===== config.mk =====
export PLATFORM = sky130hd
export DESIGN_NAME = distance_digit_sequencer
export DESIGN_NICKNAME = d
export VERILOG_FILES = /design/src/rtl/distance_pkg.sv /design/src/rtl/distance_digit_sequencer.sv
export SDC_FILE = /design/constraint.sdc
export NUM_CORES = 1
export LEC_CHECK = 0
export CAP_MARGIN = 25
export CORE_MARGIN = 1
export CORE_UTILIZATION = 52
export DETAILED_ROUTE_END_ITERATION = 10
export GPL_TIMING_DRIVEN = 0
export PLACE_DENSITY_LB_ADDON = 0.15
export SYNTH_ARGS = -nofsm -noshare
export SYNTH_HDL_FRONTEND = slang
export SYNTH_SLANG_ARGS = --single-unit

===== constraint.sdc =====
create_clock -name clk -period 3.6 [get_ports clk]
set_input_delay 0.36 -clock clk [delete_from_list [all_inputs] [get_ports clk]]
set_output_delay 0.36 -clock clk [all_outputs]
set_load 0.03 [all_outputs]

===== src/rtl/distance_pkg.sv =====
// Shared constants and state encoding for the distance display front end.
package distance_pkg;

  localparam logic [3:0] BLANK_CODE = 4'hF;

  localparam int unsigned DEFAULT_RANGE_LIMIT = 100;
  localparam int unsigned DEFAULT_DIVISOR     = 10;

  typedef logic [1:0] state_t;

  localparam state_t IDLE   = 2'd0;
  localparam state_t DIVIDE = 2'd1;
  localparam state_t DONE   = 2'd2;

endpackage


===== src/rtl/distance_digit_sequencer.sv =====
// Splits a raw distance sample into tens/units digits with a subtract-by-divisor
// loop, then applies leading-zero suppression and alarm blink blanking.
module distance_digit_sequencer
  import distance_pkg::*;
#(
  parameter int unsigned RANGE_LIMIT = DEFAULT_RANGE_LIMIT,
  parameter int unsigned DIVISOR     = DEFAULT_DIVISOR
) (
  input  logic       clk,
  input  logic       reset,
  input  logic       sample_valid,
  input  logic [6:0] distance_raw,
  output logic       sample_ready,
  input  logic       alarm_active,
  input  logic       blink_tick,
  output logic [3:0] tens,
  output logic [3:0] units,
  output logic [3:0] disp_tens,
  output logic [3:0] disp_units,
  output logic       out_of_range,
  output logic       digits_valid,
  output logic       busy
);

  localparam logic [6:0] LIMIT_W   = 7'(RANGE_LIMIT);
  localparam logic [6:0] DIVISOR_W = 7'(DIVISOR);

  state_t     state;
  logic [6:0] remainder;
  logic [3:0] quotient;
  logic       blink_phase;
  logic       blanked;

  // Divider FSM; held results change only on the edge that enters DONE.
  always_ff @(posedge clk) begin
    if (reset) begin
      state        <= IDLE;
      remainder    <= '0;
      quotient     <= '0;
      tens         <= '0;
      units        <= '0;
      out_of_range <= 1'b0;
    end else begin
      case (state)
        IDLE: begin
          if (sample_valid) begin
            if (distance_raw < LIMIT_W) begin
              remainder <= distance_raw;
              quotient  <= '0;
              state     <= DIVIDE;
            end else begin
              tens         <= BLANK_CODE;
              units        <= BLANK_CODE;
              out_of_range <= 1'b1;
              state        <= DONE;
            end
          end
        end
        DIVIDE: begin
          if (remainder >= DIVISOR_W) begin
            remainder <= remainder - DIVISOR_W;
            quotient  <= quotient + 4'd1;
          end else begin
            tens         <= quotient;
            units        <= remainder[3:0];
            out_of_range <= 1'b0;
            state        <= DONE;
          end
        end
        DONE:    state <= IDLE;
        default: state <= IDLE;
      endcase
    end
  end

  // Dropping the alarm clears the phase even if a tick arrives on the same edge.
  always_ff @(posedge clk) begin
    if (reset || !alarm_active) begin
      blink_phase <= 1'b0;
    end else if (blink_tick) begin
      blink_phase <= ~blink_phase;
    end
  end

  assign sample_ready = (state == IDLE);
  assign digits_valid = (state == DONE);
  assign busy         = (state == DIVIDE) || (state == DONE);
  assign blanked      = alarm_active && blink_phase;

  always_comb begin
    disp_tens  = tens;
    disp_units = units;
    if (blanked || out_of_range || (tens == 4'd0)) begin
      disp_tens = BLANK_CODE;
    end
    if (blanked || out_of_range) begin
      disp_units = BLANK_CODE;
    end
  end

endmodule


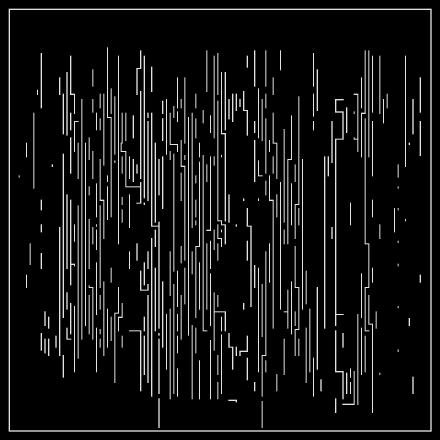
Fig. 1. Metal 2 (run 1).
Drawn at 8 px/um.
share of all routed wire: 48%
longest straight run: 29.9 um
wire length on this layer: 1640 um
nets with wire on the layer: 183
main direction: vertical

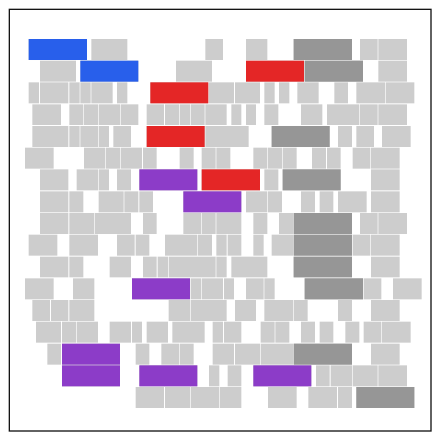
Fig. 2. Register map, names as in the netlist (run 1).
Drawn at 8 px/um. Other sequential cells in the stronger grey, the rest of the logic in the fainter grey.
[quotient] red | placed flops: 4 | where: north
[state] blue | placed flops: 2
[remainder] purple | placed flops: 7
P_seq: 0.000308 W
register fraction of the total cell area: 0.2724
final cell utilization of the core: 0.7291
area used by sequential logic in the layout: 460.4 sq um

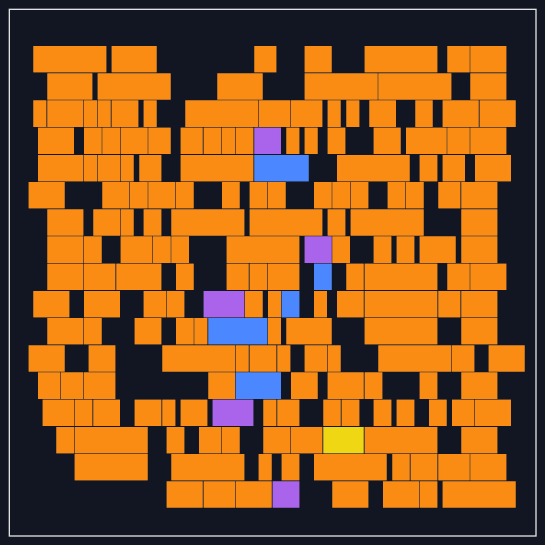
Fig. 3. Sizing map (run 1).
Drawn at 10 px/um.
[drive 1 or less] orange | cells: 180
[drive 6 and up] yellow | cells: 1
[drive 2] blue | cells: 5
[drive 3 to 4] purple | cells: 5

==> run 1: cells by family after synthesis <==
group	Yosys count
flip-flops	23
AND-OR/OR-AND	57
buffers and inverters	16
AND/OR/NAND/NOR	54
adder cells (fa/ha/maj)	6
XOR/XNOR	1
==> run 1: cells in the final DEF (no fill, tap or decap), drive strengths merged, types with 3 or more instances in the layout <==
cell and n:
a211oi 6, a21oi 20, buf 3, clkbuf 7
clkdlybuf4s50 30, dfxtp 23, ha 6, inv 9
nand2 4, nand2b 14, nor2 4, nor3 16
o21ai 8, o31ai 3, or3 3
==> run 1: worst max-delay path, delay by kind of cell <==
kind,cells,cell delay [ps]
buffers and inverters,2,1020
AND/OR/NAND/NOR,1,90
AND-OR/OR-AND,2,660
==> run 1: power groups by stage <==
stage               Sequential [W]  Clock (W)  Combinational (W)
floorplan                 0.000330          0           0.000234
global placement          0.000310          0           0.000382
detailed placement        0.000312          0           0.000390
CTS                       0.000307   0.000126           0.000392
global route              0.000313   0.000137           0.000421
finish                    0.000308   0.000124           0.000393
==> run 1: through the flow <==
stage / power [W] / worst slack (ps) / utilization / area (sq um) / std cells
floorplan: 0.0005645 / 1716 / - / 1328 / 157
global placement: 0.0006921 / 1188 / 0.7172 / 1663 / 215
detailed placement: 0.0007028 / 1123 / 0.7172 / 1663 / 215
CTS: 0.0008245 / 1109 / 0.7291 / 1690 / 219
global route: 0.0008709 / 1019 / 0.7291 / 1690 / 219
finish: 0.0008251 / 1110 / 0.7291 / 1690 / 219
==> run 1: registers in the layout, summed over array words and instances, names as in the netlist <==
register      cells
remainder         7
quotient          4
blink_phase       1
state             2
units             4
tens              4
out_of_range      1
==> metrics.sh, run 1 <==
STATUS='finished, final reports clean'
DIODES=0
XOR_AREA_FRAC=0.006598
DETAILEDROUTE.FIRSTITERATIONVIOLATIONS=57
VIAS_PER_CELL=6.311
GRT_SETUP_UNREPAIRED='no'
YS_SH_ADDER=0.05655
WL_PER_CELL_UM=15.60
HOLD_END='tens[3]'
CRITPATHCAPTURE='disp_tens[1]'
CRITPATHARRIVALTIME_PS=2130
DR.PASS1.ITERS=4
MET1WIRELENGTH_MM=1.417
STARTPOINT_KIND_OF_THE_WORST_SETUP_TIMING_PATH='input port'
WORST_EP_REQUIRED_TIME_PS=3240
DETAILED_ROUTE_WIRELENGTH_ON_METAL2_MM=1.636
CLK_ROOT_BUFFER_CELL='clkbuf_4'
SYNTH_SEQ_SHARE=0.3468
TAPS=28
WORST_R2R_PATH_DEPTH=6
DR_WL_MET3_UM=299
WORST_HOLD_STARTPOINT='quotient[3]'
SYNTHESIS.AREA_PER_INSTANCE_SQ_UM=8.456
CRIT-REG2REG-LAUNCH='state[0]'
YS_CHIP_AREA_SQ_UM=1328
FINALHOLDWORSTSLACK_PS=490.0
GLOBALROUTEMET3UTIL=0.05217
LOGIC_GATE_COUNT=118
POST_SYNTH_INSTANCE_AREA_SQ_UM=1328
LARGEST_CELL_CLASS='combinational gates'
NUMBER_OF_CELL_ROWS=17
CTS_SINKS=23
NUMSYNTHFLOPS=23
SYNTH_STAT.CELLS=157
FP.DIEAREA_SQ_UM=2759
DETAILEDPLACEMENTHPWL_MM=2.555
CLOCK_POWER_SHARE=0.150
TNS_PS=0
CRIT_PATH_END_KIND='primary output'
GRT_UTIL_ALL_LAYERS=0.2800
NUMBER_OF_NETS_IN_THE_FINAL_LAYOUT=210
CRITICAL_PATH.MAX_STAGE_DELAY_PS=600
FF_TYPE='dfxtp_1'
LARGEST_AREA_CELL='dfxtp_1'
CLK-INSERTION-DELAY-LATE_PS=320
POST_SYNTH_MAIN_AREA_CONTRIBUTORS='dfxtp_1 35%, a21oi_1 7.5%, nand2b_1 6.6%'
LAYOUT.FILLER_CELLS=195
POWER_FRAC_SEQ=0.373
POST_SYNTH_MOST_FREQUENT_CELLS='23 x dfxtp_1, 20 x a21oi_1, 16 x nor3_1, 14 x nand2b_1, 9 x inv_1'
CRITPATHSLOWESTCELL='clkdlybuf4s50_1'
HOLD_REMOVAL_PATH_CLASS='register to register'
GRT-OVFL-TOTAL=0
CRITPATHLAUNCH='alarm_active'
CTS_TREE='done'
MINIMUM_SETUP_SLACK_AMONG_REG_TO_REG_PATHS_PS=1500
CRITICAL_PATH.CELL_CHAIN='clkdlybuf4s50_1, a21oi_1, o41a_1, nand2b_1, clkdlybuf4s50_1'
CTS-RESIZED-GATES=0
COMBPWRFRAC=0.477
ANTENNA_VIOLATIONS_BEFORE_REPAIR=0
CRITICAL_PATH.MAX_FANOUT=5
WORST_MAX_SLEW_PIN_SLEW_PS=714.3
VIAS=1382
USE_MET2=0.4684
SYNTH.LIB_CELLS_USED.DISTINCT=46
GRT_MAX_DEGREE=14
GLOBAL_ROUTE_WIRE_LENGTH_BEFORE_REPAIR_MM=5.568
LAYOUT_STAGE_AREA_GROWTH_OVER_THE_SYNTHESIS_RESULT_PCT=27.33
SYNTH.CELLMIX.SIMPLESHARE=0.2422
ANT_NETS=0
CLOCK_TREE_BUFFER_DEPTH=2
POST_SYNTH_INST_COUNT=157
DRV.MAX_CAP_VIOLATION_COUNT=0
POWER.INTERNAL_W=0.0004849
SYNTH.NET_COUNT=175
GRTUSAGEMET1=0.3529
SYNTHMUXAREASHARE=0
SYNTHAOIAREAFRAC=0.2959
LAYOUT.NON_CLOCK_BUFFERS=37
SYNTHDOMINANTCELLAREASHARE=0.3468
CLOCK_CELL_SHARE=0.01628
REG2REG_TO='remainder[3]'
SYNTH.LOGIC.TOP_FAMILY='AND-OR/OR-AND gates'
FINALCLOCKPERIODUSAGE=0.6915
POWER_DENSITY_nW_PER_UM2=488.1
WORST_SETUP_HOLD_PATH_CLK_SLEW_PS=130
DRV_SLEW=0
CRIT_PATH_CATEGORY='input port to primary output'
COMB_AREA_SQ_UM=798.3
SYNTH-ASYNC-RESET-RATIO=0
POST_ROUTE_WL_MM=3.416
LAYOUT_SEQUENTIAL_CELL_COUNT=23
WHS_PATH_DEPTH=2
SETUP_VIOL=0
ROUTABILITYCONGESTION=0.9403
POWER.SHARE.SWITCHING=0.4124
PERIOD_MINUS_SLACK_PS=2490
CRITICAL_PATH.MOST_COMMON_CELL='clkdlybuf4s50_1'
FINAL-HOLD-VIOLATION-COUNT=0
NONCLKBUFAREAFRAC=0.1984
COMB_AREA_FRAC=0.4722
P_SW_W=0.0003402
TOOL_WARNINGS=29
IOPINCOUNT=32
FP-UTILIZATION=0.5726
NUM-CLOCK-BUFFERS=3
SHARE_OF_FINAL_LAYOUT_STANDARD_CELLS_STRONGER_THAN_DRIVE_STRENGTH_1=0.05759
FP.DIEW_UM=52.53
Fig. 4: run 1, a small window of the routed layout
Window x 14 to 39, y 14 to 39 um. Cells in grey, sequential cells in the stronger grey; small squares are vias.
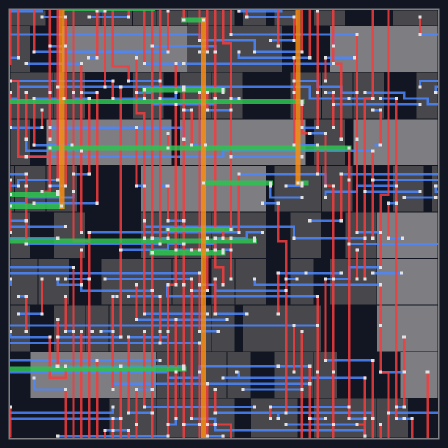

==> inputs of run 2 (changes only) <==
--- a/config.mk
+++ b/config.mk
@@ -7,7 +7,7 @@
 export LEC_CHECK = 0
 export CAP_MARGIN = 25
 export CORE_MARGIN = 1
-export CORE_UTILIZATION = 52
+export CORE_UTILIZATION = 49
 export DETAILED_ROUTE_END_ITERATION = 10
 export GPL_TIMING_DRIVEN = 0
 export PLACE_DENSITY_LB_ADDON = 0.15
==> constraint.sdc (replaced) <==
create_clock -name clk -period 2.5 [get_ports clk]
set_input_delay 0.25 -clock clk [delete_from_list [all_inputs] [get_ports clk]]
set_output_delay 0.25 -clock clk [all_outputs]
set_load 0.03 [all_outputs]
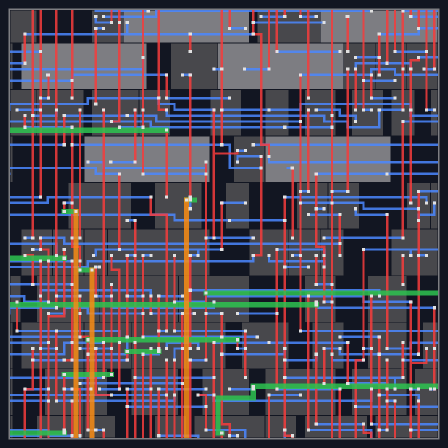
Fig. 5. A small window of the routed layout (run 2).
Window x 15 to 40, y 15 to 40 um. Cells in grey, sequential cells in the stronger grey; small squares are vias.
[met3] green
[met4] orange
[met2] red
[met1] blue
cells with their middle in the window: 54
sequential cells in the window: 6
most frequent: nor3_1 (8), dfxtp_1 (6), a21oi_1 (4)

==> metrics.sh, run 2 <==
ANTENNA_VIOLATIONS_BEFORE_REPAIR=0  # unchanged
CLOCK_NET_POWER_W=0.000176  # was 0.000124 W
POST_SYNTH_INST_COUNT=157  # unchanged
DETAILEDPLACEMENTHPWL_MM=2.714  # was 2.555 mm
DIODES=0  # unchanged
WORST_PATH_DOMINANT_CELL_FAMILY='buffers and inverters'  # unchanged
LAYOUT.FILLER_CELLS=224  # was 195
GRT_SETUP_UNREPAIRED='no'  # unchanged
SYNTH.NET_COUNT=175  # unchanged
NUMSYNTHFLOPS=23  # unchanged
SYNTH-ASYNC-RESET-RATIO=0  # unchanged
CRITICAL_PATH.MAX_FANOUT=5  # unchanged
CRITICAL_PATH.MAX_STAGE_DELAY_PS=610  # was 600 ps
CRITPATHLAUNCH='alarm_active'  # unchanged
YS_CHIP_AREA_SQ_UM=1328  # unchanged
REGMOSTFLOPS='remainder'  # unchanged
GLOBAL_ROUTE_WIRE_LENGTH_BEFORE_REPAIR_MM=5.540  # was 5.568 mm
STARTPOINT_KIND_OF_THE_WORST_SETUP_TIMING_PATH='input port'  # unchanged
SYNTHDOMINANTCELLAREASHARE=0.3468  # unchanged
SYNTH.LIB_CELLS_USED.DISTINCT=46  # unchanged
CRITICAL_PATH.CELL_CHAIN='clkdlybuf4s50_1, a21oi_1, o41a_1, nand2b_1, clkdlybuf4s50_1'  # unchanged
MINIMUM_SETUP_SLACK_AMONG_REG_TO_REG_PATHS_PS=480  # was 1500 ps
GRT_UTIL_ALL_LAYERS=0.2680  # was 0.2800
MOSTFREQUENTLAYOUTCELL='clkdlybuf4s50_1'  # unchanged
TOOL_WARNINGS=29  # unchanged
GRT_MAX_DEGREE=14  # unchanged
CRITICAL_PATH.MOST_COMMON_CELL='clkdlybuf4s50_1'  # unchanged
WL_PER_CELL_UM=16.22  # was 15.60 um
CLOCK_TREE_BUFFER_DEPTH=2  # unchanged
COMB_CELL_POWER_W=0.000566  # was 0.000393 W
CP_NUM_CELLS=5  # unchanged
FF_TYPE='dfxtp_1'  # unchanged
FP.DIEAREA_SQ_UM=2921  # was 2759 sq um
CRITPATHARRIVALTIME_PS=2010  # was 2130 ps
CRITPATHCAPTURE='disp_tens[1]'  # unchanged
WORST_R2R_PATH_DEPTH=6  # unchanged
PERIOD_MINUS_SLACK_PS=2260
GRT-OVFL-TOTAL=0  # unchanged
NUMBER_OF_NETS_IN_THE_FINAL_LAYOUT=210  # unchanged
STATUS='finished, final reports clean'  # unchanged
WHS_PATH_DEPTH=2  # unchanged
CLOCK_POWER_SHARE=0.149  # was 0.150
REG2REG_TO='remainder[1]'  # was remainder[3]
HOLD_REMOVAL_PATH_CLASS='register to register'  # unchanged
SYNTHESIS.AREA_PER_INSTANCE_SQ_UM=8.456  # unchanged
DRV.MAX_CAP_VIOLATION_COUNT=0  # unchanged
P_SW_W=0.0004889  # was 0.0003402 W
VIAS_PER_CELL=6.244  # was 6.311
SETUP_WS_PS=239.9  # was 1110 ps
IOPINCOUNT=32  # unchanged
POST_SYNTH_MOST_FREQUENT_CELLS='23 x dfxtp_1, 20 x a21oi_1, 16 x nor3_1, 14 x nand2b_1, 9 x inv_1'  # unchanged
DETAILEDROUTE.FIRSTITERATIONVIOLATIONS=46  # was 57
SETUP_VIOL=0  # unchanged
LAYOUT_STAGE_AREA_GROWTH_OVER_THE_SYNTHESIS_RESULT_PCT=27.52  # was 27.33%
FP.DIEW_UM=54.05  # was 52.53 um
WORST_EP_REQUIRED_TIME_PS=2250  # was 3240 ps
SYNTH_STAT.CELLS=157  # unchanged
TNS_PS=0  # unchanged
FINALHOLDWORSTSLACK_PS=501.1  # was 490.0 ps
POWER_FRAC_SEQ=0.375  # was 0.373
CRIT-REG2REG-LAUNCH='state[0]'  # unchanged
COMBPWRFRAC=0.477  # about the same
WORST_MAX_SLEW_PIN_SLEW_PS=659.8  # was 714.3 ps
POST_SYNTH_INSTANCE_AREA_SQ_UM=1328  # unchanged
POWER.TOTAL_W=0.001186  # was 0.0008251 W
TOP_POWER_GROUP='combinational cells'  # unchanged
FINAL-HOLD-VIOLATION-COUNT=0  # unchanged
CRIT_PATH_END_KIND='primary output'  # unchanged
FINALCLOCKPERIODUSAGE=0.9041
CRIT_PATH_CATEGORY='input port to primary output'  # unchanged
POWER.INTERNAL_W=0.0006975  # was 0.0004849 W
ANT_NETS=0  # unchanged
FINISH.UTILIZATION=0.6711  # was 0.7291
DRV_SLEW=0  # unchanged
POWER.SHARE.SWITCHING=0.4121  # was 0.4124
FINAL_LAYOUT_TOP_LOGIC_CELLS='30 x clkdlybuf4s50_1, 23 x dfxtp_1, 20 x a21oi_1'  # unchanged
POWERSEQ_W=0.000444  # was 0.000308 W
LARGEST_REGISTER_FFS=7  # unchanged
POWER_DENSITY_nW_PER_UM2=700.8  # was 488.1 nW/um^2
LARGEST_AREA_CELL='dfxtp_1'  # unchanged
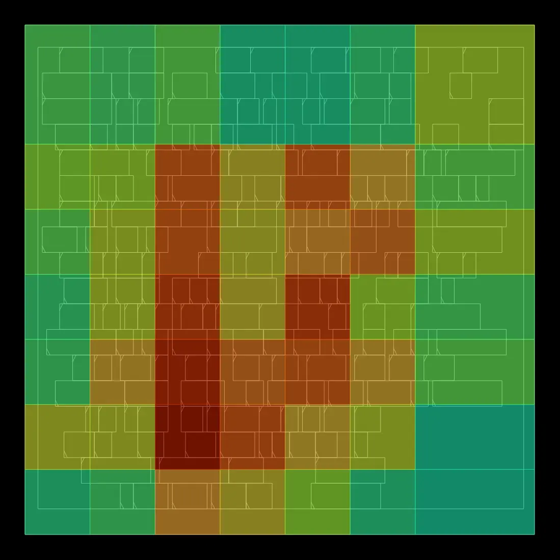
Fig. 6. Congestion heat map (run 2).
fraction of met1 tracks used by global routing: 0.3553
global-route met2 utilization: 0.4383

[run 2: cell counts in the layout (fill, tap and decap cells not counted)]
No cell type changed its count.
[run 2: cell families after synthesis]
family | synth area share
xor gates and xnor gates | 0.006599
and+or+nand+nor | 0.2422
AOI/OAI and AO/OA | 0.2960
adders and majority gates | 0.05655
DFF | 0.3468
buffers and inverters | 0.05183
[run 2: worst register-to-register path: cells and delay by family (launching register included)]
family                   cells  cell delay [ps]
AND-OR/OR-AND                3             1020
flip-flops                   1              360
adder cells (fa/ha/maj)      1              270
buffers and inverters        1              130
AND/OR/NAND/NOR              1              150
[run 2: cell type report]
class	instances	area (sq um)	share of cell area
Sequential cell	23	460.4	0.2720
Timing Repair Buffer	30	300.3	0.1774
Tap cell	30	37.54	0.02217
Clock buffer	3	22.52	0.01330
Clock inverter	1	5.005	0.002956
Inverter	9	33.78	0.01996
Multi-Input combinational cell	118	798.3	0.4715
Buffer	7	35.03	0.02069
[run 2: routing by layer]
metal	part of all wire	GRT usage	routed length, um
met3	0.061	0.02542	217
met4	0.021	0.1154	75
met1	0.43	0.3553	1547
met2	0.49	0.4383	1744
met5	0	0	0
[run 2: worst min path at each step]
stage | slack [ps] | endpoint
5_1_grt | 520 | blink_phase
3_5_place_dp | 490 | tens[3]
2_1_floorplan | 410 | blink_phase
4_1_cts | 510 | tens[3]
6_report | 500 | tens[3]
3_3_place_gp | 480 | tens[3]
[run 2: per-stage QoR]
step | instance area [sq um] | cells
floorplan | 1328 | 157
global placement | 1665 | 217
detailed placement | 1665 | 217
CTS | 1693 | 221
global route | 1693 | 221
finish | 1693 | 221
==> inputs of run 3 (changes only) <==
--- a/config.mk
+++ b/config.mk
@@ -8,6 +8,7 @@
 export CAP_MARGIN = 25
 export CORE_MARGIN = 1
 export CORE_UTILIZATION = 49
+export CTS_CLUSTER_SIZE = 28
 export DETAILED_ROUTE_END_ITERATION = 10
 export GPL_TIMING_DRIVEN = 0
 export PLACE_DENSITY_LB_ADDON = 0.15
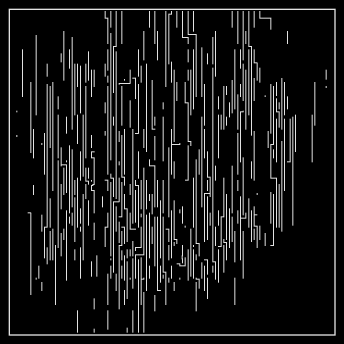
Fig. 7. Metal 2 (run 3).
Drawn at 6 px/um.
share of all routed wire: 49%
main direction: vertical
nets with wire on the layer: 178
vias post-DR: 1380
Post-Route WL: 3.585 mm

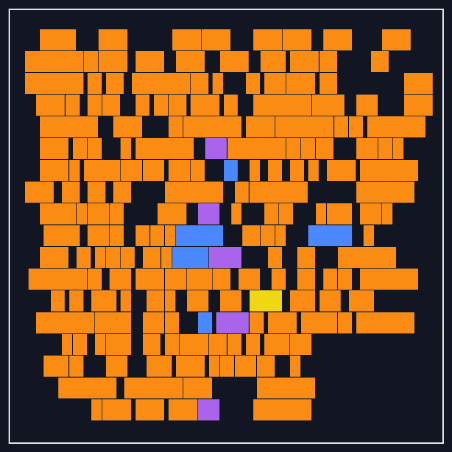
Fig. 8. Sizing map (run 3).
Drawn at 8 px/um.
[drive 1 or less] orange | cells: 180
[drive 6 and up] yellow | cells: 1
[drive 2] blue | cells: 5
[drive 3 to 4] purple | cells: 5
layout-stage area growth over the synthesis result: 27.52%
final critical-path setup slack: 239.9 ps
Repair and plain buffers: 37
final cell area excluding filler cells: 1693 sq um

==> metrics.sh, run 3 <==
STATUS='finished, final reports clean'  # unchanged
PLACED_CELLS_INCL_TAPS=217  # unchanged
MAX_CLOCK_FREQ_MHz=442.4  # unchanged
FP.DIEAREA_SQ_UM=2921  # unchanged
CTS-RESIZED-GATES=0  # unchanged
DR_WL_MET3_UM=217  # unchanged
IO_BUFFERS=30  # unchanged
YS_SH_ADDER=0.05655  # unchanged
SHARE_OF_FINAL_LAYOUT_STANDARD_CELLS_STRONGER_THAN_DRIVE_STRENGTH_1=0.05759  # unchanged
DRV_SLEW=0  # unchanged
CTS_INSERTED_BUFFERS=3  # unchanged
VIAS_PER_CELL=6.244  # unchanged
REG2REG_TO='remainder[1]'  # unchanged
SYNTHDOMINANTCELLAREASHARE=0.3468  # unchanged
GRT_MAX_DEGREE=14  # unchanged
GRTUSAGEMET1=0.3553  # unchanged
SYNTHMOSTINSTANTIATEDCELL='dfxtp_1'  # unchanged
GLOBALROUTEMET3UTIL=0.02542  # unchanged
POWER.TOTAL_W=0.001186  # unchanged
CLOCK_TREE_BUFFER_DEPTH=2  # unchanged
TOP_LAYER_USED='met4'  # unchanged
CRITICAL_PATH.MAX_FANOUT=5  # unchanged
POWER_FRAC_SEQ=0.375  # about the same
DETAILED_ROUTE_WIRELENGTH_ON_METAL2_MM=1.744  # unchanged
HOLD_END='tens[3]'  # unchanged
MINIMUM_SETUP_SLACK_AMONG_REG_TO_REG_PATHS_PS=480  # about the same
CRITPATHARRIVALTIME_PS=2010  # about the same
CRITICAL_PATH.MOST_COMMON_CELL='clkdlybuf4s50_1'  # unchanged
SYNTHESIS.AREA_PER_INSTANCE_SQ_UM=8.456  # unchanged
ROUTABILITYCONGESTION=0.9017  # unchanged
LARGEST_REGISTER_FFS=7  # unchanged
MOSTFREQUENTLAYOUTCELL='clkdlybuf4s50_1'  # unchanged
HOLD_REMOVAL_PATH_CLASS='register to register'  # unchanged
NUMBER_OF_CELL_ROWS=18  # unchanged
SYNTH.CELLMIX.SIMPLESHARE=0.2422  # unchanged
SYNTH_STAT.CELLS=157  # unchanged
CLK-INSERTION-DELAY-LATE_PS=320  # about the same
SETUP_VIOL=0  # unchanged
WORSTPATHBUFFERINVERTERCOUNT=2  # unchanged
WORST_EP_REQUIRED_TIME_PS=2250  # about the same
COMBPWRFRAC=0.477  # about the same
REGMOSTFLOPS='remainder'  # unchanged
FP.DIEW_UM=54.05  # unchanged
NUMSYNTHFLOPS=23  # unchanged
CRIT-REG2REG-LAUNCH='state[0]'  # unchanged
WORST_SETUP_HOLD_PATH_CLK_SLEW_PS=120  # about the same
WORST_PATH_DOMINANT_CELL_FAMILY='buffers and inverters'  # unchanged
SYNTH_SEQ_SHARE=0.3468  # unchanged
DRT_DRC_VIOLATIONS_LEFT=0  # unchanged
CRIT_PATH_CATEGORY='input port to primary output'  # unchanged
MET1WIRELENGTH_MM=1.547  # unchanged
DETAILEDPLACEMENTHPWL_MM=2.714  # unchanged
TNS_PS=0  # unchanged
CLK_ROOT_BUFFER_CELL='clkbuf_4'  # unchanged
DRV.MAX_CAP_VIOLATION_COUNT=0  # unchanged
P_SW_W=0.0004889  # unchanged
WHS_PATH_DEPTH=2  # unchanged
DIODES=0  # unchanged
WL_PER_CELL_UM=16.22  # unchanged
POWER_DENSITY_nW_PER_UM2=700.8  # unchanged
SYNTH.LIB_CELLS_USED.DISTINCT=46  # unchanged
WORST_MAX_SLEW_PIN_SLEW_PS=659.8  # unchanged
YS_CHIP_AREA_SQ_UM=1328  # unchanged
CRITICAL_PATH.CELL_CHAIN='clkdlybuf4s50_1, a21oi_1, o41a_1, nand2b_1, clkdlybuf4s50_1'  # unchanged
CRITPATHSLOWESTCELL='clkdlybuf4s50_1'  # unchanged
SYNTH.LOGIC.TOP_FAMILY='AND-OR/OR-AND gates'  # unchanged
COUNT_OF_LIBRARY_FLOPS_WITH_AN_ENABLE_PIN=0  # unchanged
DIE_HEIGHT_UM=54.05  # unchanged
FINAL_CELLS=221  # unchanged
XOR_AREA_FRAC=0.006598  # unchanged
CTS_TREE='done'  # unchanged
SYNTHMUXAREASHARE=0  # unchanged
NUMBER_OF_NETS_IN_THE_FINAL_LAYOUT=210  # unchanged
CLOCK_TREE.HTREE_LEVEL_COUNT=1  # unchanged
LAYOUT.FILLER_CELLS=224  # unchanged
GRT_BUSIEST_LAYER='met2'  # unchanged
CTS_SINKS=23  # unchanged
CLOCK_POWER_SHARE=0.149  # about the same
SYNTH-ASYNC-RESET-RATIO=0  # unchanged
ANTENNA_VIOLATIONS_BEFORE_REPAIR=0  # unchanged
DR.PASS1.ITERS=4  # unchanged
FF_TYPE='dfxtp_1'  # unchanged
FINISH.UTILIZATION=0.6711  # unchanged
FINALHOLDWORSTSLACK_PS=501.1  # unchanged
LARGEST_AREA_CELL='dfxtp_1'  # unchanged
FINALCLOCKPERIODUSAGE=0.9041  # unchanged
CRITICAL_PATH.MAX_STAGE_DELAY_PS=610  # about the same
SYNTHAOIAREAFRAC=0.2959  # unchanged
POST_SYNTH_MAIN_AREA_CONTRIBUTORS='dfxtp_1 35%, a21oi_1 7.5%, nand2b_1 6.6%'  # unchanged
GRT-OVFL-TOTAL=0  # unchanged
MAX_SLEW_MARGIN=0.5572  # unchanged
CTS_HOLD_BUFFERS=0  # unchanged
POST_SYNTH_INST_COUNT=157  # unchanged
GRT_UTIL_ALL_LAYERS=0.2680  # unchanged
WORST_R2R_PATH_DEPTH=6  # unchanged
CRIT_PATH_END_KIND='primary output'  # unchanged
POST_SYNTH_MOST_FREQUENT_CELLS='23 x dfxtp_1, 20 x a21oi_1, 16 x nor3_1, 14 x nand2b_1, 9 x inv_1'  # unchanged
POWER.INTERNAL_W=0.0006975  # unchanged
WORST_HOLD_STARTPOINT='quotient[3]'  # unchanged
FINAL-HOLD-VIOLATION-COUNT=0  # unchanged
GRT_SETUP_UNREPAIRED='no'  # unchanged
SYNTH_WARNINGS=0  # unchanged
FP-UTILIZATION=0.5263  # unchanged
USE_MET2=0.4383  # unchanged
COREAREA_SQ_UM=2522  # unchanged
FINCLKSKEW_PS=6.445  # unchanged
DETAILEDROUTE.FIRSTITERATIONVIOLATIONS=46  # unchanged
DP_WORST_SLACK_PS=230.9  # unchanged
POST_SYNTH_INSTANCE_AREA_SQ_UM=1328  # unchanged
PERIOD_MINUS_SLACK_PS=2260  # unchanged
FINAL_LAYOUT_TOP_LOGIC_CELLS='30 x clkdlybuf4s50_1, 23 x dfxtp_1, 20 x a21oi_1'  # unchanged
SYNTH.NET_COUNT=175  # unchanged
ANT_NETS=0  # unchanged
IOPINCOUNT=32  # unchanged
GLOBAL_ROUTE_WIRE_LENGTH_BEFORE_REPAIR_MM=5.540  # unchanged
PLACE_AREA_SQ_UM=1665  # unchanged
POWER.SHARE.SWITCHING=0.4121  # unchanged
TOOL_WARNINGS=29  # unchanged
STARTPOINT_KIND_OF_THE_WORST_SETUP_TIMING_PATH='input port'  # unchanged
-- run 3: cell counts in the layout (fill, tap and decap cells not counted) --
No cell type changed its count.
-- run 3: worst max path at each step --
stage / start / end / cells after the start
2_1_floorplan: state[0] / remainder[1] / 6
3_3_place_gp: distance_raw[4] / remainder[4] / 5
3_5_place_dp: alarm_active / disp_tens[1] / 5
4_1_cts: alarm_active / disp_tens[1] / 5
5_1_grt: alarm_active / disp_tens[1] / 5
6_report: alarm_active / disp_tens[1] / 5
-- run 3: power groups by stage --
stage          sequential, W  combinational [W]  clock [W]
2_1_floorplan       0.000476           0.000337          0
3_3_place_gp        0.000449           0.000554          0
3_5_place_dp        0.000451           0.000562          0
4_1_cts             0.000443           0.000564   0.000180
5_1_grt             0.000450           0.000610   0.000192
6_report            0.000444           0.000566   0.000176
-- run 3: final cells by class --
type / count / area (sq um) / area share
Clock inverter: 1 / 5.005 / 0.002956
Sequential cell: 23 / 460.4 / 0.2720
Tap cell: 30 / 37.54 / 0.02217
Inverter: 9 / 33.78 / 0.01996
Multi-Input combinational cell: 118 / 798.3 / 0.4715
Buffer: 7 / 35.03 / 0.02069
Timing Repair Buffer: 30 / 300.3 / 0.1774
Clock buffer: 3 / 22.52 / 0.01330
-- run 3: cell families (layout without fill, tap and decap cells) --
group | count (synthesis) | count (layout)
AOI/OAI and AO/OA | 57 | 57
and+or+nand+nor | 54 | 54
DFF | 23 | 23
buffers and inverters | 16 | 50
adders and majority gates | 6 | 6
xor gates and xnor gates | 1 | 1
-- run 3: worst register-to-register path, cell delays in order, from the launching register on --
cell and delay, ps:
dfxtp_1 360, inv_1 130, ha_1 270, nand2_1 150, o21ai_1 540, o211ai_1 180, a221oi_1 300
No activity file was given, so power comes from the tool's default toggle rates.
